[config.mk]
export PLATFORM = sky130hd
export DESIGN_NAME = dual_port_ram_clr_flat
export DESIGN_NICKNAME = d
export VERILOG_FILES = /design/src/rtl/dpram_pkg.sv /design/src/rtl/dual_port_ram_clr_if.sv /design/src/rtl/dpram_clr_ctrl.sv /design/src/rtl/dual_port_ram_clr.sv /design/src/flat_wrapper.sv
export SDC_FILE = /design/constraint.sdc
export NUM_CORES = 1
export LEC_CHECK = 0
export CAP_MARGIN = 20
export CORE_ASPECT_RATIO = 1.4
export CORE_MARGIN = 10
export CORE_UTILIZATION = 40
export DETAILED_ROUTE_END_ITERATION = 8
export PLACE_DENSITY_LB_ADDON = 0.1
export SYNTH_ARGS = -nofsm -noshare
export SYNTH_HDL_FRONTEND = slang
export SYNTH_HIERARCHICAL = 1
export SYNTH_SLANG_ARGS = --single-unit
[constraint.sdc]
create_clock -name CLK -period 3.35 [get_ports CLK]
set_input_delay 0.8375 -clock CLK [delete_from_list [all_inputs] [get_ports CLK]]
set_output_delay 0.8375 -clock CLK [all_outputs]
set_load 0.1 [all_outputs]
[src/rtl/dpram_pkg.sv]
// Shared types and constants for the dual-port RAM with clear sweep.
package dpram_pkg;

    typedef logic [0:0] clr_state_t;

    localparam clr_state_t IDLE  = 1'b0;
    localparam clr_state_t CLEAR = 1'b1;

    localparam int unsigned READ_FIRST  = 0;
    localparam int unsigned WRITE_FIRST = 1;

endpackage

[src/rtl/dual_port_ram_clr_if.sv]
// Access bus of the dual-port RAM: port A read/write, port B read, clear request/status.
interface dual_port_ram_clr_if #(
    parameter int unsigned DATA_W = 16,
    parameter int unsigned ADDR_W = 6
);
    logic              clr;
    logic              busy;
    logic              we;
    logic [ADDR_W-1:0] address;
    logic [DATA_W-1:0] DI;
    logic              re_a;
    logic [ADDR_W-1:0] DPRA;
    logic              re_b;
    logic [DATA_W-1:0] SPO;
    logic [DATA_W-1:0] DPO;
    logic              spo_vld;
    logic              dpo_vld;

    modport master (
        output clr, we, address, DI, re_a, DPRA, re_b,
        input  busy, SPO, DPO, spo_vld, dpo_vld
    );

    modport slave (
        input  clr, we, address, DI, re_a, DPRA, re_b,
        output busy, SPO, DPO, spo_vld, dpo_vld
    );
endinterface

[src/rtl/dpram_clr_ctrl.sv]
// Clear sweep controller: walks every address once, one word per cycle, after reset or clr.
module dpram_clr_ctrl
    import dpram_pkg::*;
#(
    parameter int unsigned ADDR_W = 6
) (
    input  logic              clk,
    input  logic              rst_n,
    input  logic              clr,
    output logic              clr_we,
    output logic [ADDR_W-1:0] clr_addr,
    output logic              busy
);

    localparam logic [ADDR_W-1:0] CNT_LAST = '1;

    clr_state_t        state_q, state_d;
    logic [ADDR_W-1:0] cnt_q, cnt_d;
    logic              busy_q, busy_d;

    always_comb begin
        state_d = state_q;
        cnt_d   = cnt_q;
        case (state_q)
            IDLE: begin
                if (clr) begin
                    state_d = CLEAR;
                    cnt_d   = '0;
                end
            end
            CLEAR: begin
                // counter wraps to 0 on the final write, ready for the next sweep
                cnt_d = ADDR_W'(cnt_q + 1'b1);
                if (cnt_q == CNT_LAST) begin
                    state_d = IDLE;
                end
            end
        endcase
        busy_d = (state_d == CLEAR);
    end

    always_ff @(posedge clk or negedge rst_n) begin
        if (!rst_n) begin
            state_q <= CLEAR;
            cnt_q   <= '0;
            busy_q  <= 1'b1;
        end else begin
            state_q <= state_d;
            cnt_q   <= cnt_d;
            busy_q  <= busy_d;
        end
    end

    assign clr_we   = (state_q == CLEAR);
    assign clr_addr = cnt_q;
    assign busy     = busy_q;

endmodule

[src/rtl/dual_port_ram_clr.sv]
// Dual-port RAM (A: read/write, B: read) with registered read data and a hardware clear sweep.
// Build option: DPRAM_OUTREG_EN adds one more output register stage (read latency 2).
module dual_port_ram_clr
    import dpram_pkg::*;
#(
    parameter int unsigned       DATA_W   = 16,
    parameter int unsigned       ADDR_W   = 6,
    parameter logic [DATA_W-1:0] INIT_VAL = '0,
    parameter int unsigned       WR_MODE  = READ_FIRST
) (
    input  logic                CLK,
    input  logic                RST_N,
    dual_port_ram_clr_if.slave  bus
);

    localparam int unsigned DEPTH          = 2 ** ADDR_W;
    localparam bit          WRITE_FIRST_EN = (WR_MODE == WRITE_FIRST);

    logic [DATA_W-1:0] mem [DEPTH];

    logic              clr_we_c;
    logic [ADDR_W-1:0] clr_addr_c;
    logic              busy_c;

    logic              wr_en_c;
    logic [ADDR_W-1:0] wr_addr_c;
    logic [DATA_W-1:0] wr_data_c;
    logic              rd_a_c, rd_b_c;

    logic [DATA_W-1:0] spo_q, spo_d;
    logic [DATA_W-1:0] dpo_q, dpo_d;
    logic              spo_vld_q, spo_vld_d;
    logic              dpo_vld_q, dpo_vld_d;

    dpram_clr_ctrl #(.ADDR_W(ADDR_W)) u_clr_ctrl (
        .clk      (CLK),
        .rst_n    (RST_N),
        .clr      (bus.clr),
        .clr_we   (clr_we_c),
        .clr_addr (clr_addr_c),
        .busy     (busy_c)
    );

    // Write port: the sweep owns it while busy, user writes are dropped
    always_comb begin
        wr_en_c   = bus.we & ~busy_c;
        wr_addr_c = bus.address;
        wr_data_c = bus.DI;
        if (clr_we_c) begin
            wr_en_c   = 1'b1;
            wr_addr_c = clr_addr_c;
            wr_data_c = INIT_VAL;
        end
    end

    always_ff @(posedge CLK) begin
        if (wr_en_c) begin
            mem[wr_addr_c] <= wr_data_c;
        end
    end

    // Read data capture; same-edge write bypass only in write-first mode
    always_comb begin
        rd_a_c    = bus.re_a & ~busy_c;
        rd_b_c    = bus.re_b & ~busy_c;
        spo_d     = spo_q;
        dpo_d     = dpo_q;
        spo_vld_d = rd_a_c;
        dpo_vld_d = rd_b_c;
        if (rd_a_c) begin
            spo_d = (WRITE_FIRST_EN && bus.we) ? bus.DI : mem[bus.address];
        end
        if (rd_b_c) begin
            dpo_d = (WRITE_FIRST_EN && bus.we && (bus.DPRA == bus.address))
                    ? bus.DI : mem[bus.DPRA];
        end
    end

    always_ff @(posedge CLK or negedge RST_N) begin
        if (!RST_N) begin
            spo_q     <= '0;
            dpo_q     <= '0;
            spo_vld_q <= 1'b0;
            dpo_vld_q <= 1'b0;
        end else begin
            spo_q     <= spo_d;
            dpo_q     <= dpo_d;
            spo_vld_q <= spo_vld_d;
            dpo_vld_q <= dpo_vld_d;
        end
    end

`ifdef DPRAM_OUTREG_EN
    logic [DATA_W-1:0] spo_o_q, dpo_o_q;
    logic              spo_vld_o_q, dpo_vld_o_q;

    always_ff @(posedge CLK or negedge RST_N) begin
        if (!RST_N) begin
            spo_o_q     <= '0;
            dpo_o_q     <= '0;
            spo_vld_o_q <= 1'b0;
            dpo_vld_o_q <= 1'b0;
        end else begin
            spo_o_q     <= spo_q;
            dpo_o_q     <= dpo_q;
            spo_vld_o_q <= spo_vld_q;
            dpo_vld_o_q <= dpo_vld_q;
        end
    end

    assign bus.SPO     = spo_o_q;
    assign bus.DPO     = dpo_o_q;
    assign bus.spo_vld = spo_vld_o_q;
    assign bus.dpo_vld = dpo_vld_o_q;
`else
    assign bus.SPO     = spo_q;
    assign bus.DPO     = dpo_q;
    assign bus.spo_vld = spo_vld_q;
    assign bus.dpo_vld = dpo_vld_q;
`endif

    assign bus.busy = busy_c;

endmodule

[src/flat_wrapper.sv]
// flat-port wrapper written by rule: the top's interface ports become plain ports
module dual_port_ram_clr_flat import dpram_pkg::*;
#(
    parameter int unsigned       DATA_W   = 16,
    parameter int unsigned       ADDR_W   = 6,
    parameter logic [DATA_W-1:0] INIT_VAL = '0,
    parameter int unsigned       WR_MODE  = READ_FIRST
)
  (CLK, RST_N, bus_clr, bus_we, bus_address, bus_DI, bus_re_a, bus_DPRA, bus_re_b, bus_busy, bus_SPO, bus_DPO, bus_spo_vld, bus_dpo_vld);
  dual_port_ram_clr_if #(.DATA_W(DATA_W), .ADDR_W(ADDR_W)) bus_i ();
  input  logic CLK;
  input  logic RST_N;
  input wire logic [$bits(bus_i.clr)-1:0] bus_clr;
  input wire logic [$bits(bus_i.we)-1:0] bus_we;
  input wire logic [$bits(bus_i.address)-1:0] bus_address;
  input wire logic [$bits(bus_i.DI)-1:0] bus_DI;
  input wire logic [$bits(bus_i.re_a)-1:0] bus_re_a;
  input wire logic [$bits(bus_i.DPRA)-1:0] bus_DPRA;
  input wire logic [$bits(bus_i.re_b)-1:0] bus_re_b;
  output wire logic [$bits(bus_i.busy)-1:0] bus_busy;
  output wire logic [$bits(bus_i.SPO)-1:0] bus_SPO;
  output wire logic [$bits(bus_i.DPO)-1:0] bus_DPO;
  output wire logic [$bits(bus_i.spo_vld)-1:0] bus_spo_vld;
  output wire logic [$bits(bus_i.dpo_vld)-1:0] bus_dpo_vld;
  assign bus_i.clr = bus_clr;
  assign bus_i.we = bus_we;
  assign bus_i.address = bus_address;
  assign bus_i.DI = bus_DI;
  assign bus_i.re_a = bus_re_a;
  assign bus_i.DPRA = bus_DPRA;
  assign bus_i.re_b = bus_re_b;
  assign bus_busy = bus_i.busy;
  assign bus_SPO = bus_i.SPO;
  assign bus_DPO = bus_i.DPO;
  assign bus_spo_vld = bus_i.spo_vld;
  assign bus_dpo_vld = bus_i.dpo_vld;
  dual_port_ram_clr #(.DATA_W(DATA_W), .ADDR_W(ADDR_W), .INIT_VAL(INIT_VAL), .WR_MODE(WR_MODE)) u_core (.CLK(CLK), .RST_N(RST_N), .bus(bus_i));
endmodule
==> results.json, run 1 <==
{
  "cpPeakStageDelay_ns": 0.72,
  "fin_util": 0.482,
  "total_power_mw": 36.2,
  "status": "finished clean",
  "ir_drop_v": 0.000725,
  "arrival_ns": 3.71,
  "antenna_found_initial": 7,
  "yosys.area.top_type": "edfxtp_1",
  "cts_buffers": 104,
  "syn_inst": 2651,
  "maxSlewHeadroom": 0.282,
  "path_cells": "clkdlybuf4s50_1 -> or3_1 -> buf_4 -> o22ai_1 -> or3_1 -> a211oi_1 -> a221o_1",
  "cts-htree-levels": 3,
  "drc_errors": 0,
  "synth_xor_xnor_area_share": 0.000179,
  "core_region_area_um2": 121000,
  "grt_pass1_vias": 30400,
  "yosys_most_used_dff": "edfxtp_1",
  "ys_types": 49,
  "p_leak_nw": 19.6,
  "maxCapViolations": 0,
  "detail_route.wl_per_cell_um": 37.4,
  "fmax_ghz": 0.326,
  "synth.net_count": 2686,
  "synth_seq_share": 0.649,
  "syn_area_per_cell_um2": 18.5,
  "ys_sh_simple": 0.0338,
  "nets": 2994,
  "mux_share": 0.237,
  "cts_resized": 0,
  "edf_count": 1024,
  "aoi_share": 0.0570,
  "routabilityCongestion": 0.998,
  "endpoint_kind": "flip-flop",
  "grt_pass1_wl_um": 241000,
  "cp_max_fo": 14,
  "yosysWarnings": 6,
  "clk_path_buf_depth": 3,
  "cts_tree": "done",
  "async_flop_share": 0.0385,
  "setup_ws_ns": 0.280,
  "num_rows": 151,
  "grt_max_degree": 73,
  "crit_path_top_delay_cell": "clkdlybuf4s50_1",
  "critical_path_buf_inv_count": 2,
  "clock.latency.late_pin_ns": 0.71,
  "die-height_um": 434,
  "first_pass_iters": 5,
  "cp.required_ns": 3.99,
  "ys_cells": 2651,
  "criticalPathCategory": "in2reg",
  "placed_area_um2": 55100,
  "synth_area_um2": 49000,
  "finalHoldViolCount": 0,
  "yosysTopAreaCellShare": 0.628,
  "final_cells": 4654,
  "start_kind": "primary input",
  "yosys-top-cells-count": "edfxtp_1, mux4_2, mux2i_1",
  "grt_usage": 0.253,
  "post-cts-setup-buffer-count": 0,
  "p_per_area_nw_per_um2": 619,
  "min_path_type": "in2async",
  "log.warning_count": 28,
  "final_area_um2": 58500,
  "root_buffer": "clkbuf_16",
  "rsz0062_at_grt": "no",
  "cts_hold_buf": 0,
  "maxSlewViolCount": 0,
  "synth.most_common_cell": "edfxtp_1",
  "logic_family": "multiplexers",
  "syn2layout_area_growth_pct": 19.4,
  "clk_pin_slew_worst_paths_ns": 0.07,
  "drt_iter0_markers": 3025,
  "finalSetupViolations": 0,
  "adder_share": 0.000256,
  "port_buffers": 68,
  "grt-ovfl-total": 0,
  "postRouteAntennaNets": 0,
  "ys_ff": 1065,
  "hpwlAfterDp_um": 118000,
  "tightestPinTransition_ns": 1.07,
  "ys_area_um2": 49000,
  "cts.sinks": 1065,
  "min_period_ns": 3.07,
  "crit_family": "simple AND/OR/NAND/NOR gates",
  "place_inst": 4459,
  "viasPerCell": 6.23,
  "final_layout_size_suffix_gt1_frac": 0.333,
  "die_width_um": 316,
  "pin_count": 69,
  "die-area_um2": 137000,
  "fp_util": 0.404,
  "period_used_share": 0.917,
  "crit_top_cell": "or3_1",
  "topCellsByArea": "edfxtp_1, mux4_2, mux2i_1, a22oi_1, dfrtp_1",
  "pre_cts_ws_ns": -0.375
}
run 1: path summary, 6_finish.rpt:
| kind | to | cells after the start | slack, ns | from |
|---|---|---|---|---|
| setup / recovery | u_core/bus.DPO[3]$_DFFE_PN0P_ | 7 | 0.28 | bus_DPRA[1] |
| hold / removal | u_core/bus.SPO[14]$_DFFE_PN0P_ | 1 | 0.05 | RST_N |
| setup reg to reg | u_core/bus.DPO[8]$_DFFE_PN0P_ | 7 | 0.49 | u_core/u_clr_ctrl/busy$_DFF_PN1_ |
| hold reg to reg | u_core/u_clr_ctrl/busy$_DFF_PN1_ | 1 | 0.52 | u_core/u_clr_ctrl/clr_addr[4]$_DFFE_PN0P_ |
| max in group asynchronous | u_core/bus.SPO[13]$_DFFE_PN0P_ | 3 | 2.58 | RST_N |
| min in group CLK | u_core/u_clr_ctrl/busy$_DFF_PN1_ | 1 | 0.52 | u_core/u_clr_ctrl/clr_addr[4]$_DFFE_PN0P_ |
run 1: area by class of cell:
cell class                      count  area (µm²)
Antenna cell                        7        17.5
Clock buffer                      127        2800
Clock inverter                     61         544
Fill cell                       10100       62800
Inverter                            8        30.0
Multi-Input combinational cell   1368       16400
Sequential cell                  1065       31800
Tap cell                         1606        2010
Timing Repair Buffer              412        4890
run 1: report_power, final:
group          leakage [nW]  internal, mW  total [mW]  switching (mW)
clock network          1.63          6.66        11.8            5.09
logic                  7.97          2.54        7.53            4.99
registers              10.0          15.9        16.9           0.990
run 1: routing by layer:
metal | part of all wire | vias to the layer above | GRT usage
li1 | - | 12000 | -
met1 | 0.36 | 15500 | 0.295
met2 | 0.50 | 1147 | 0.431
met3 | 0.058 | 330 | 0.0392
met4 | 0.077 | 6 | 0.167
met5 | 0.00024 | - | 0
run 1: state kept, by name, indices dropped and copies added (netlist names):
| name | cells |
|---|---|
| u_core/u_clr_ctrl/clr_addr | 6 |
| u_core/bus.spo_vld | 1 |
| u_core/bus.SPO | 16 |
| u_core/u_clr_ctrl/busy | 1 |
| u_core/mem | 1024 |
| u_core/bus.dpo_vld | 1 |
| u_core/bus.DPO | 16 |
run 1: through the flow:
step	hold WS (ns)	setup TNS, ns
2_1_floorplan	0.461	-90.81
3_3_place_gp	0.507	-2.10
3_5_place_dp	0.502	-2.30
4_1_cts	0.00408	0
5_1_grt	0.0414	0
6_report	0.0524	0
run 1: cells by family (layout without fill, tap and decap cells):
group | count (synthesis) | count (layout)
other cells | 0 | 7
flops | 1065 | 1065
simple gates | 316 | 316
xor+xnor | 1 | 1
compound gates | 373 | 373
mux | 677 | 677
fa+ha+maj | 1 | 1
buf+inv | 218 | 608
run 1: cells in the final DEF, fill, tap and decap left out, drive strengths merged, types with 7 or more instances in the layout:
master         count
a211oi            60
clkinv            45
clkbuf           127
nand2b             7
mux4             384
a221o             32
and2              17
o22ai             64
diode              7
nand4             33
a22oi            192
nand3             67
nor2              78
nor2b             37
clkdlybuf4s50     26
or3               32
dfrtp             40
nand2             29
inv               10
edfxtp          1024
buf              386
bufinv            10
mux2i            290
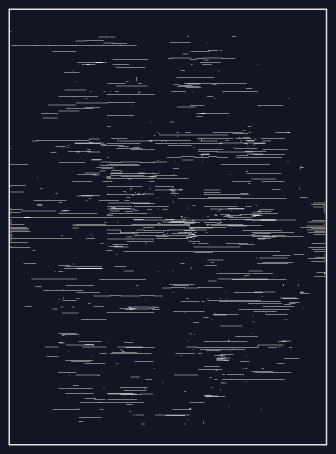
Run 1: metal 3
(1 px per µm)
longest straight run	156 µm
main direction	horizontal
share of all routed wire	5.8%
routed vias: 29000
GR Layer Usage met3: 0.0392
final wirelength: 174000 µm

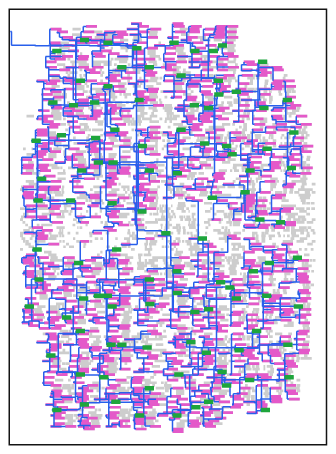
Run 1: clock wires, drivers and flops
(1 px per µm)
[blue] clock wires | length: 13300 µm
[green] cells driving clock nets | count: 104
[magenta] flip-flops | count: 1065
flops lie	spread over the die
routed clock nets	105
clk_skew: 0.0298 ns
clock share of power: 0.325

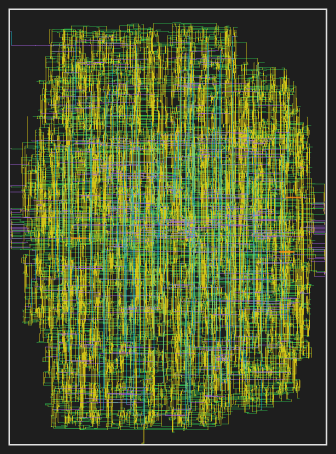
Run 1: signal wires by layer
(1 px per µm)
color	layer	wire length
green	met1	62.9 mm
yellow	met2	87.7 mm
cyan	met4	13400 µm
purple	met3	10100 µm
orange	met5	41.4 µm

==> run 2, diff against run 1 <==
--- a/config.mk
+++ b/config.mk
@@ -11,6 +11,7 @@
 export CORE_UTILIZATION = 40
 export DETAILED_ROUTE_END_ITERATION = 8
 export PLACE_DENSITY_LB_ADDON = 0.1
+export RECOVER_POWER = 50
 export SYNTH_ARGS = -nofsm -noshare
 export SYNTH_HDL_FRONTEND = slang
 export SYNTH_HIERARCHICAL = 1
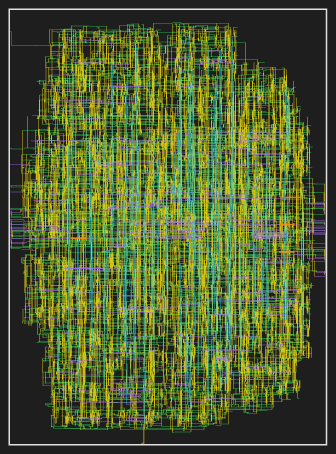
Run 2: signal wires by layer
(1 px per µm)
color	layer	wire length
cyan	met4	13800 µm
green	met1	62.7 mm
yellow	met2	86.9 mm
orange	met5	55.2 µm
purple	met3	10700 µm
routed vias: 29100
overall routing resource usage: 0.253
final wirelength: 174000 µm
DR WL/cell: 37.4 µm

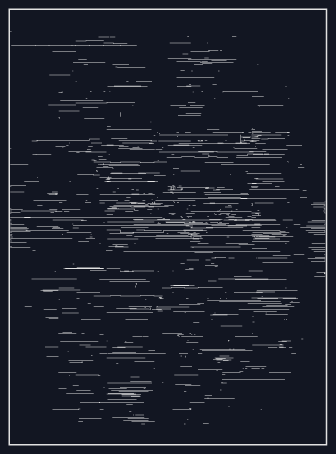
Run 2: metal 3
(1 px per µm)
main direction	horizontal
nets with wire on the layer	421
wire length on this layer	10700 µm
longest straight run	156 µm

==> run 2 against run 1 <==
Against the previous run: the run now ends with max-capacitance violations, max-slew violations left; fmax fell by 0.35%; clock skew up 0.0031 ns; final area shrank 0.45%; power fell by 0.22%; area after synthesis stayed put; via count increased by 0.39%; combinational power is 1% lower; worst setup slack worse by 0.011 ns; critical endpoint unchanged.
==> results.json, run 2 <==
{
  "cts_hold_buf": 0,
  "skew_ns": 0.0330,
  "die_width_um": 316,
  "setup_ws_ns": 0.269,
  "nets": 2994,
  "place_inst": 4459,
  "layout_top_cells": "edfxtp_1, mux4_2, mux2i_1",
  "synth_area_um2": 49000,
  "min_path_type": "in2async",
  "synth.most_common_cell": "edfxtp_1",
  "topCellsByArea": "edfxtp_1, mux4_2, mux2i_1, a22oi_1, dfrtp_1",
  "yosys.area.top_type": "edfxtp_1",
  "ys_cells": 2651,
  "pre_cts_ws_ns": -0.375,
  "p_leak_nw": 19.5,
  "first_pass_iters": 5,
  "rsz0062_at_grt": "no",
  "finalSetupViolations": 0,
  "clock.latency.late_pin_ns": 0.71,
  "num_rows": 151,
  "async_flop_share": 0.0385,
  "hpwlAfterDp_um": 118000,
  "regArea_um2": 31800,
  "final_cells": 4652,
  "fin_util": 0.480,
  "arrival_ns": 3.72,
  "p_per_area_nw_per_um2": 620,
  "grt_pass1_vias": 30400,
  "lay_top_count": "edfxtp_1",
  "yosys-top-cells-count": "edfxtp_1, mux4_2, mux2i_1",
  "r2r_slack_ns": 0.34,
  "start_kind": "primary input",
  "die-area_um2": 137000,
  "cts_resized": 0,
  "syn2layout_area_growth_pct": 18.9,
  "startpoint": "bus_DPRA[1]",
  "regMostFlops": "u_core/mem",
  "cts.sinks": 1065,
  "ys_types": 49,
  "yosysTopAreaCellShare": 0.628,
  "cts-htree-levels": 3,
  "status": "finished, violations left",
  "maxSlewHeadroom": -0.521,
  "post-cts-setup-buffer-count": 0,
  "r2r_end": "u_core/mem[11][4]$_DFFE_PP_",
  "endpoint_kind": "flip-flop",
  "log.warning_count": 28,
  "cp.required_ns": 3.99,
  "tightestPinTransition_ns": 2.28,
  "maxCapViolations": 1,
  "syn_area_per_cell_um2": 18.5,
  "multiInputGateArea_um2": 16400,
  "final_layout_size_suffix_gt1_frac": 0.329,
  "violations": "max-capacitance violations, max-slew violations",
  "root_buffer": "clkbuf_16",
  "ys_area_um2": 49000,
  "edf_count": 1024,
  "ir_drop_v": 0.000725,
  "cts_buffers": 104,
  "grt-ovfl-total": 0,
  "largest_reg_flops": 1024,
  "tns_ns": 0,
  "routabilityCongestion": 0.998,
  "min_period_ns": 3.08,
  "endpoint": "u_core/bus.DPO[3]$_DFFE_PN0P_",
  "grt_max_degree": 73,
  "cp_max_fo": 14,
  "criticalPathCategory": "in2reg",
  "pin_count": 69,
  "synth_seq_share": 0.649,
  "cts_tree": "done",
  "reg2reg_depth": 3,
  "maxSlewViolCount": 32,
  "yosys_most_used_dff": "edfxtp_1",
  "period_used_share": 0.920,
  "core_region_area_um2": 121000,
  "clk_path_buf_depth": 3,
  "drc_errors": 0,
  "fp_util": 0.404,
  "clk_pin_slew_worst_paths_ns": 0.07,
  "synth.net_count": 2686,
  "viasPerCell": 6.25,
  "n_fill_cell": 10100,
  "fmax_ghz": 0.325,
  "postRouteAntennaNets": 0,
  "finalHoldViolCount": 0,
  "yosysWarnings": 6,
  "grt_pass1_wl_um": 241000,
  "die-height_um": 434,
  "ys_ff": 1065,
  "syn_inst": 2651,
  "drt_iter0_markers": 2977,
  "port_buffers": 68,
  "antenna_found_initial": 10,
  "r2r-start": "u_core/u_clr_ctrl/busy$_DFF_PN1_"
}
==> run 2: layout make-up <==
class	instances	share of cell area
Antenna cell	5	0.000215
Clock buffer	127	0.0480
Clock inverter	61	0.00935
Inverter	8	0.000516
Multi-Input combinational cell	1368	0.281
Sequential cell	1065	0.546
Tap cell	1606	0.0345
Timing Repair Buffer	412	0.0798
==> run 2: power breakdown <==
part,switching [mW],internal [mW]
logic,4.98,2.46
registers,0.994,15.9
clock network,5.09,6.66
==> run 2: cells by family (layout without fill, tap and decap cells) <==
| kind of cell | count (synthesis) | after routing | share of synthesized area |
|---|---|---|---|
| compound gates | 373 | 373 | 0.0570 |
| xor+xnor | 1 | 1 | 0.000179 |
| fa+ha+maj | 1 | 1 | 0.000256 |
| buf+inv | 218 | 608 | 0.0231 |
| flops | 1065 | 1065 | 0.649 |
| mux | 677 | 677 | 0.237 |
| other cells | 0 | 5 | 0 |
| simple gates | 316 | 316 | 0.0338 |
==> run 2: critical path, stage by stage <==
cell and delay, ns:
clkdlybuf4s50_1 0.72, or3_1 0.70, buf_4 0.24, o22ai_1 0.06, or3_1 0.39, a211oi_1 0.56
a221o_1 0.20
==> run 2: per-stage QoR <==
stage	cell area [µm²]	power, mW	hold WS (ns)
floorplan	49000	20.8	0.461
global placement	55100	24.5	0.507
detailed placement	55100	24.7	0.502
global route	58200	37.1	0.223
CTS	58400	36.4	0.00408
finish	58200	36.1	0.210
==> run 2: how the worst min path moves through the flow <==
| stage | from | endpoint | slack [ns] | cells past startpoint |
|---|---|---|---|---|
| final | RST_N | u_core/bus.SPO[14]$_DFFE_PN0P_ | 0.21 | 1 |
| after global routing | RST_N | u_core/bus.SPO[14]$_DFFE_PN0P_ | 0.22 | 1 |
| after floorplan | u_core/u_clr_ctrl/clr_addr[4]$_DFFE_PN0P_ | u_core/u_clr_ctrl/busy$_DFF_PN1_ | 0.46 | 1 |
| after detailed placement | u_core/u_clr_ctrl/clr_addr[4]$_DFFE_PN0P_ | u_core/u_clr_ctrl/busy$_DFF_PN1_ | 0.50 | 1 |
| after global placement | u_core/u_clr_ctrl/clr_addr[4]$_DFFE_PN0P_ | u_core/u_clr_ctrl/busy$_DFF_PN1_ | 0.51 | 1 |
| after CTS | RST_N | u_core/bus.SPO[14]$_DFFE_PN0P_ | 0.004 | 1 |
==> run 2: per-layer routing <==
metal | routed length (µm) | share of wire | global-route usage | vias to the layer above
met1 | 62700 | 0.36 | 0.295 | 15500
met2 | 86900 | 0.50 | 0.431 | 1243
met3 | 10700 | 0.061 | 0.0392 | 344
met4 | 13800 | 0.079 | 0.167 | 8
li1 | - | - | - | 12000
met5 | 55 | 0.00032 | 0 | -
Power is estimated from default activity; no workload was simulated.
